**config.mk**
```make
export PLATFORM = sky130hd
export DESIGN_NAME = store_buffer_flat
export DESIGN_NICKNAME = d
export VERILOG_FILES = /design/src/rtl/store_buffer_if.sv /design/src/rtl/store_buffer.sv /design/src/flat_wrapper.sv
export SDC_FILE = /design/constraint.sdc
export NUM_CORES = 1
export LEC_CHECK = 0
export CORE_MARGIN = 2
export CORE_UTILIZATION = 30
export DETAILED_ROUTE_END_ITERATION = 10
export GPL_TIMING_DRIVEN = 0
export SYNTH_ARGS = -nofsm -noshare
export SYNTH_HDL_FRONTEND = slang
export SYNTH_SLANG_ARGS = --single-unit
```
**constraint.sdc**
```tcl
create_clock -name clk -period 13.5 [get_ports clk]
set_input_delay 2.025 -clock clk [delete_from_list [all_inputs] [get_ports clk]]
set_output_delay 2.025 -clock clk [all_outputs]
set_load 0.005 [all_outputs]
```
**src/rtl/store_buffer_if.sv**
```systemverilog
// Pipeline/DataMemory bundle for store_buffer: store and load requests, fence,
// and the shared single-port DataMemory interface.
interface store_buffer_if;
    logic        st_valid;
    logic [31:0] st_addr;
    logic [31:0] st_data;
    logic        st_ready;
    logic        ld_valid;
    logic [31:0] ld_addr;
    logic        ld_ready;
    logic [31:0] ld_data;
    logic        fence_req;
    logic        fence_done;
    logic [31:0] mem_addr;
    logic [31:0] mem_write_data;
    logic        mem_read;
    logic        mem_write;
    logic [31:0] mem_read_data;

    modport master (
        output st_valid, st_addr, st_data, ld_valid, ld_addr, fence_req, mem_read_data,
        input  st_ready, ld_ready, ld_data, fence_done,
               mem_addr, mem_write_data, mem_read, mem_write
    );

    modport slave (
        input  st_valid, st_addr, st_data, ld_valid, ld_addr, fence_req, mem_read_data,
        output st_ready, ld_ready, ld_data, fence_done,
               mem_addr, mem_write_data, mem_read, mem_write
    );
endinterface

```
**src/rtl/store_buffer.sv**
```systemverilog
// In-order word-store buffer sharing DataMemory's port with loads (loads win).
// Define STORE_BUFFER_FORWARD_EN to forward exact-address hits from the youngest store.

// Byte-range overlap of two 4-byte words, unsigned with no wrap past 0xFFFFFFFF.
module sb_overlap (
    input  logic [31:0] st_addr,
    input  logic [31:0] ld_addr,
    output logic        hit
);
    logic [32:0] a, b;
    assign a   = {1'b0, st_addr};
    assign b   = {1'b0, ld_addr};
    assign hit = (a <= b + 33'd3) && (b <= a + 33'd3);
endmodule

module store_buffer #(
    parameter int DEPTH = 4
) (
    input logic          clk,
    input logic          rst,
    store_buffer_if.slave sb
);
    localparam int PW = $clog2(DEPTH);
    localparam int CW = PW + 1;

    typedef struct packed {
        logic [31:0] addr;
        logic [31:0] data;
    } entry_t;

    entry_t        q [DEPTH];
    logic [PW-1:0] head, tail;
    logic [CW-1:0] count;

    logic enq, drain, ld_mem, ovl, fwd;

    assign sb.st_ready = count < CW'(DEPTH);
    assign enq         = sb.st_valid && sb.st_ready;

    // Slots 0..DEPTH-1 are pending entries ordered oldest-first from head;
    // slot DEPTH is the same-cycle incoming store, the youngest of all.
    logic [DEPTH:0][31:0] cmp_addr;
    logic [DEPTH:0]       cmp_vld, hit;
`ifdef STORE_BUFFER_FORWARD_EN
    logic [DEPTH:0][31:0] cmp_data;
`endif

    for (genvar k = 0; k <= DEPTH; k++) begin : g_slot
        if (k < DEPTH) begin : g_ent
            logic [PW-1:0] idx;
            assign idx         = head + PW'(k);
            assign cmp_addr[k] = q[idx].addr;
            assign cmp_vld[k]  = CW'(k) < count;
`ifdef STORE_BUFFER_FORWARD_EN
            assign cmp_data[k] = q[idx].data;
`endif
        end else begin : g_in
            assign cmp_addr[k] = sb.st_addr;
            assign cmp_vld[k]  = enq;
`ifdef STORE_BUFFER_FORWARD_EN
            assign cmp_data[k] = sb.st_data;
`endif
        end
        sb_overlap u_ov (.st_addr(cmp_addr[k]), .ld_addr(sb.ld_addr), .hit(hit[k]));
    end

    always_comb begin
        ovl = 1'b0;
        for (int k = 0; k <= DEPTH; k++)
            if (cmp_vld[k] && hit[k]) ovl = 1'b1;
    end

`ifdef STORE_BUFFER_FORWARD_EN
    logic        yng_exact;
    logic [31:0] yng_data;

    // Ascending scan so the last overlapping slot (the youngest) decides.
    always_comb begin
        yng_exact = 1'b0;
        yng_data  = '0;
        for (int k = 0; k <= DEPTH; k++)
            if (cmp_vld[k] && hit[k]) begin
                yng_exact = (cmp_addr[k] == sb.ld_addr);
                yng_data  = cmp_data[k];
            end
    end
    assign fwd = sb.ld_valid && ovl && yng_exact;
`else
    assign fwd = 1'b0;
`endif

    // Only a non-overlapping load occupies the port, so a stalled load never blocks drain.
    assign ld_mem      = sb.ld_valid && !ovl;
    assign drain       = !rst && !ld_mem && (count != '0);

    assign sb.ld_ready = ld_mem || fwd;
`ifdef STORE_BUFFER_FORWARD_EN
    assign sb.ld_data  = ld_mem ? sb.mem_read_data : (fwd ? yng_data : 32'd0);
`else
    assign sb.ld_data  = ld_mem ? sb.mem_read_data : 32'd0;
`endif
    assign sb.mem_read       = ld_mem;
    assign sb.mem_write      = drain;
    assign sb.mem_addr       = ld_mem ? sb.ld_addr : (drain ? q[head].addr : 32'd0);
    assign sb.mem_write_data = drain ? q[head].data : 32'd0;
    assign sb.fence_done     = (count == '0) && !enq;

    always_ff @(posedge clk) begin
        if (enq) q[tail] <= '{addr: sb.st_addr, data: sb.st_data};
    end

    always_ff @(posedge clk) begin
        if (rst) begin
            head  <= '0;
            tail  <= '0;
            count <= '0;
        end else begin
            if (enq)   tail <= tail + 1'b1;
            if (drain) head <= head + 1'b1;
            unique case ({enq, drain})
                2'b10:   count <= count + 1'b1;
                2'b01:   count <= count - 1'b1;
                default: count <= count;
            endcase
        end
    end

    a_port_excl: assert property (@(posedge clk) disable iff (rst)
        !(sb.mem_read && sb.mem_write));

    // While fencing, any cycle with a free port and pending work must drain.
    a_fence_drain: assert property (@(posedge clk) disable iff (rst)
        (sb.fence_req && count != '0 && !ld_mem) |-> sb.mem_write);
endmodule

```
**src/flat_wrapper.sv**
```systemverilog
// flat-port wrapper written by rule: the top's interface ports become plain ports
module store_buffer_flat 
#(
    parameter int DEPTH = 4
)
  (clk, rst, sb_st_valid, sb_st_addr, sb_st_data, sb_ld_valid, sb_ld_addr, sb_fence_req, sb_mem_read_data, sb_st_ready, sb_ld_ready, sb_ld_data, sb_fence_done, sb_mem_addr, sb_mem_write_data, sb_mem_read, sb_mem_write);
  store_buffer_if sb_i ();
  input logic clk;
  input logic rst;
  input wire logic [$bits(sb_i.st_valid)-1:0] sb_st_valid;
  input wire logic [$bits(sb_i.st_addr)-1:0] sb_st_addr;
  input wire logic [$bits(sb_i.st_data)-1:0] sb_st_data;
  input wire logic [$bits(sb_i.ld_valid)-1:0] sb_ld_valid;
  input wire logic [$bits(sb_i.ld_addr)-1:0] sb_ld_addr;
  input wire logic [$bits(sb_i.fence_req)-1:0] sb_fence_req;
  input wire logic [$bits(sb_i.mem_read_data)-1:0] sb_mem_read_data;
  output wire logic [$bits(sb_i.st_ready)-1:0] sb_st_ready;
  output wire logic [$bits(sb_i.ld_ready)-1:0] sb_ld_ready;
  output wire logic [$bits(sb_i.ld_data)-1:0] sb_ld_data;
  output wire logic [$bits(sb_i.fence_done)-1:0] sb_fence_done;
  output wire logic [$bits(sb_i.mem_addr)-1:0] sb_mem_addr;
  output wire logic [$bits(sb_i.mem_write_data)-1:0] sb_mem_write_data;
  output wire logic [$bits(sb_i.mem_read)-1:0] sb_mem_read;
  output wire logic [$bits(sb_i.mem_write)-1:0] sb_mem_write;
  assign sb_i.st_valid = sb_st_valid;
  assign sb_i.st_addr = sb_st_addr;
  assign sb_i.st_data = sb_st_data;
  assign sb_i.ld_valid = sb_ld_valid;
  assign sb_i.ld_addr = sb_ld_addr;
  assign sb_i.fence_req = sb_fence_req;
  assign sb_i.mem_read_data = sb_mem_read_data;
  assign sb_st_ready = sb_i.st_ready;
  assign sb_ld_ready = sb_i.ld_ready;
  assign sb_ld_data = sb_i.ld_data;
  assign sb_fence_done = sb_i.fence_done;
  assign sb_mem_addr = sb_i.mem_addr;
  assign sb_mem_write_data = sb_i.mem_write_data;
  assign sb_mem_read = sb_i.mem_read;
  assign sb_mem_write = sb_i.mem_write;
  store_buffer #(.DEPTH(DEPTH)) u_core (.clk(clk), .rst(rst), .sb(sb_i));
endmodule
```
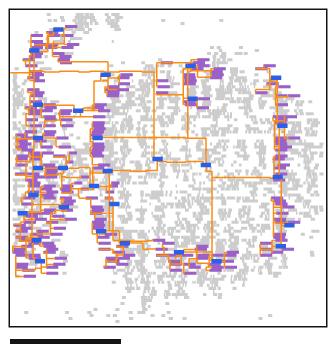
(clock network drawn from the DEF)
Bar = 100 um.
clock wires: marked orange, length 3810 um. flip-flops: marked purple, count 265. cells driving clock nets: marked blue, count 30.
There are 31 routed clock nets.
worst skew pair latency: 0.61 ns
clock network power share: 15.2%
P_clk: 0.000787 W
Clock Skew: 0.009813 ns

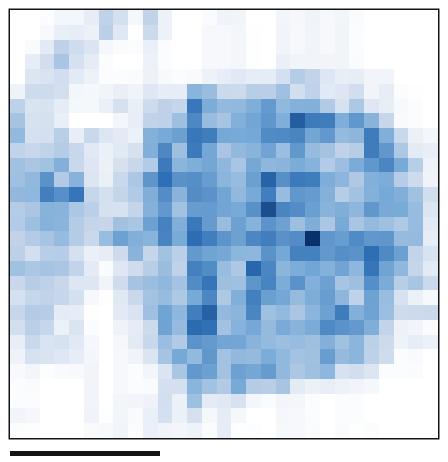
(routed metal per tile)
Bar = 100 um. 29 x 29 tiles, from white (low) to dark blue (high), scaled to the fullest tile. Values are wire area over tile area, all layers added.
18% of the tiles are over half the peak. The densest ninth of the die: center. The mean over all tiles is 0.19. The emptiest ninth of the die: south-west. The fullest tile reaches 0.69. 13% of the tiles are nearly empty.
via count: 19450
DRT Wirelength: 90.42 mm
Total GRT Usage: 21.60%
drt wl/cell: 26.45 um

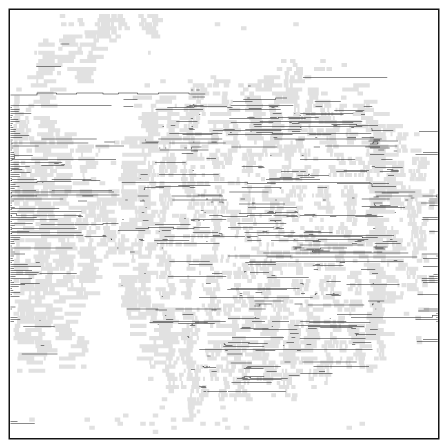
(the metal 3 layer)
The layer carries 7680 um of wire. The longest straight run is 115 um. The layer holds 8.5% of the routed length.
met3 Use GR: 4.641%

==> flow_metrics.env <==
# implementation run metrics
export IMPL_dp_cells=3362
export IMPL_endpoint_kind="primary output"
export IMPL_fillers=7631
export IMPL_wl_met2_mm=42.18
export IMPL_yosys_warnings=0
export IMPL_postCtsSetupBuffers=0
export IMPL_final_common_cell="ha_1"
export IMPL_adder_share_pct=17.36
export IMPL_cts_tree="yes"
export IMPL_seq_share_pct=27.56
export IMPL_grt_overflow_total=0
export IMPL_rsz0062_at_grt="no"
export IMPL_comb_share_pct=53.53
export IMPL_drv_slew=1
export IMPL_ys_area_um2=23790
export IMPL_hold_path_class="reg2reg"
export IMPL_clk_path_buf_depth=3
export IMPL_synth_top_cell_area_share_pct=32.32
export IMPL_ys_sh_mux_pct=16.60
export IMPL_met1_usage_pct=28.03
export IMPL_syn_inst=2074
export IMPL_ys_cells=2074
export IMPL_worstPathMaxFanout=10
export IMPL_hold_violations=0
export IMPL_crit_start="sb_st_addr[2]"
export IMPL_worstHoldStart="u_core.tail[0]"
export IMPL_tool_warnings=33
export IMPL_max_cap_violations=1
export IMPL_worst_slack_ns=0.8329
export IMPL_most_common_cell="ha_1"
export IMPL_worst_r2r_setup_slack_ns=4.03
export IMPL_dpl_cell_area_um2=27580
export IMPL_crit_path_end="sb_mem_addr[29]"
export IMPL_grt_max_degree=34
export IMPL_drt_met1_wl_mm=37.08
export IMPL_portBuffers=231
export IMPL_mostFrequentLayoutCells="ha_1, edfxtp_1, clkdlybuf4s50_1, nand2_1, mux4_2"
export IMPL_fin_crit_sh_pct=93.83
export IMPL_chipArea_um2=81560
export IMPL_outcome="finished with violations"
export IMPL_ant_nets=0
export IMPL_hold_path_end="u_core.tail[0]"
export IMPL_final_core_util_pct=36.26
export IMPL_fp_util_pct=30.21
export IMPL_r2r_end="u_core.count[2]"
export IMPL_final_comb_area_um2=15280
export IMPL_violations="max-capacitance violations, max-slew violations"
## report_power, final
part / leakage (nW) / total [W] / internal, W / switching [W]
registers: 2.42 / 0.00104 / 0.000995 / 0.0000456
clock network: 0.463 / 0.000787 / 0.000429 / 0.000358
logic: 7.43 / 0.00334 / 0.00146 / 0.00187
## flip-flops by register name, summed over array words and instances, names as in the netlist, named ones only
name          count
u_core.q        256
u_core.count      3
u_core.tail       2
u_core.head       2
Power figures rest on the tool's default switching activity, not on a simulated workload.
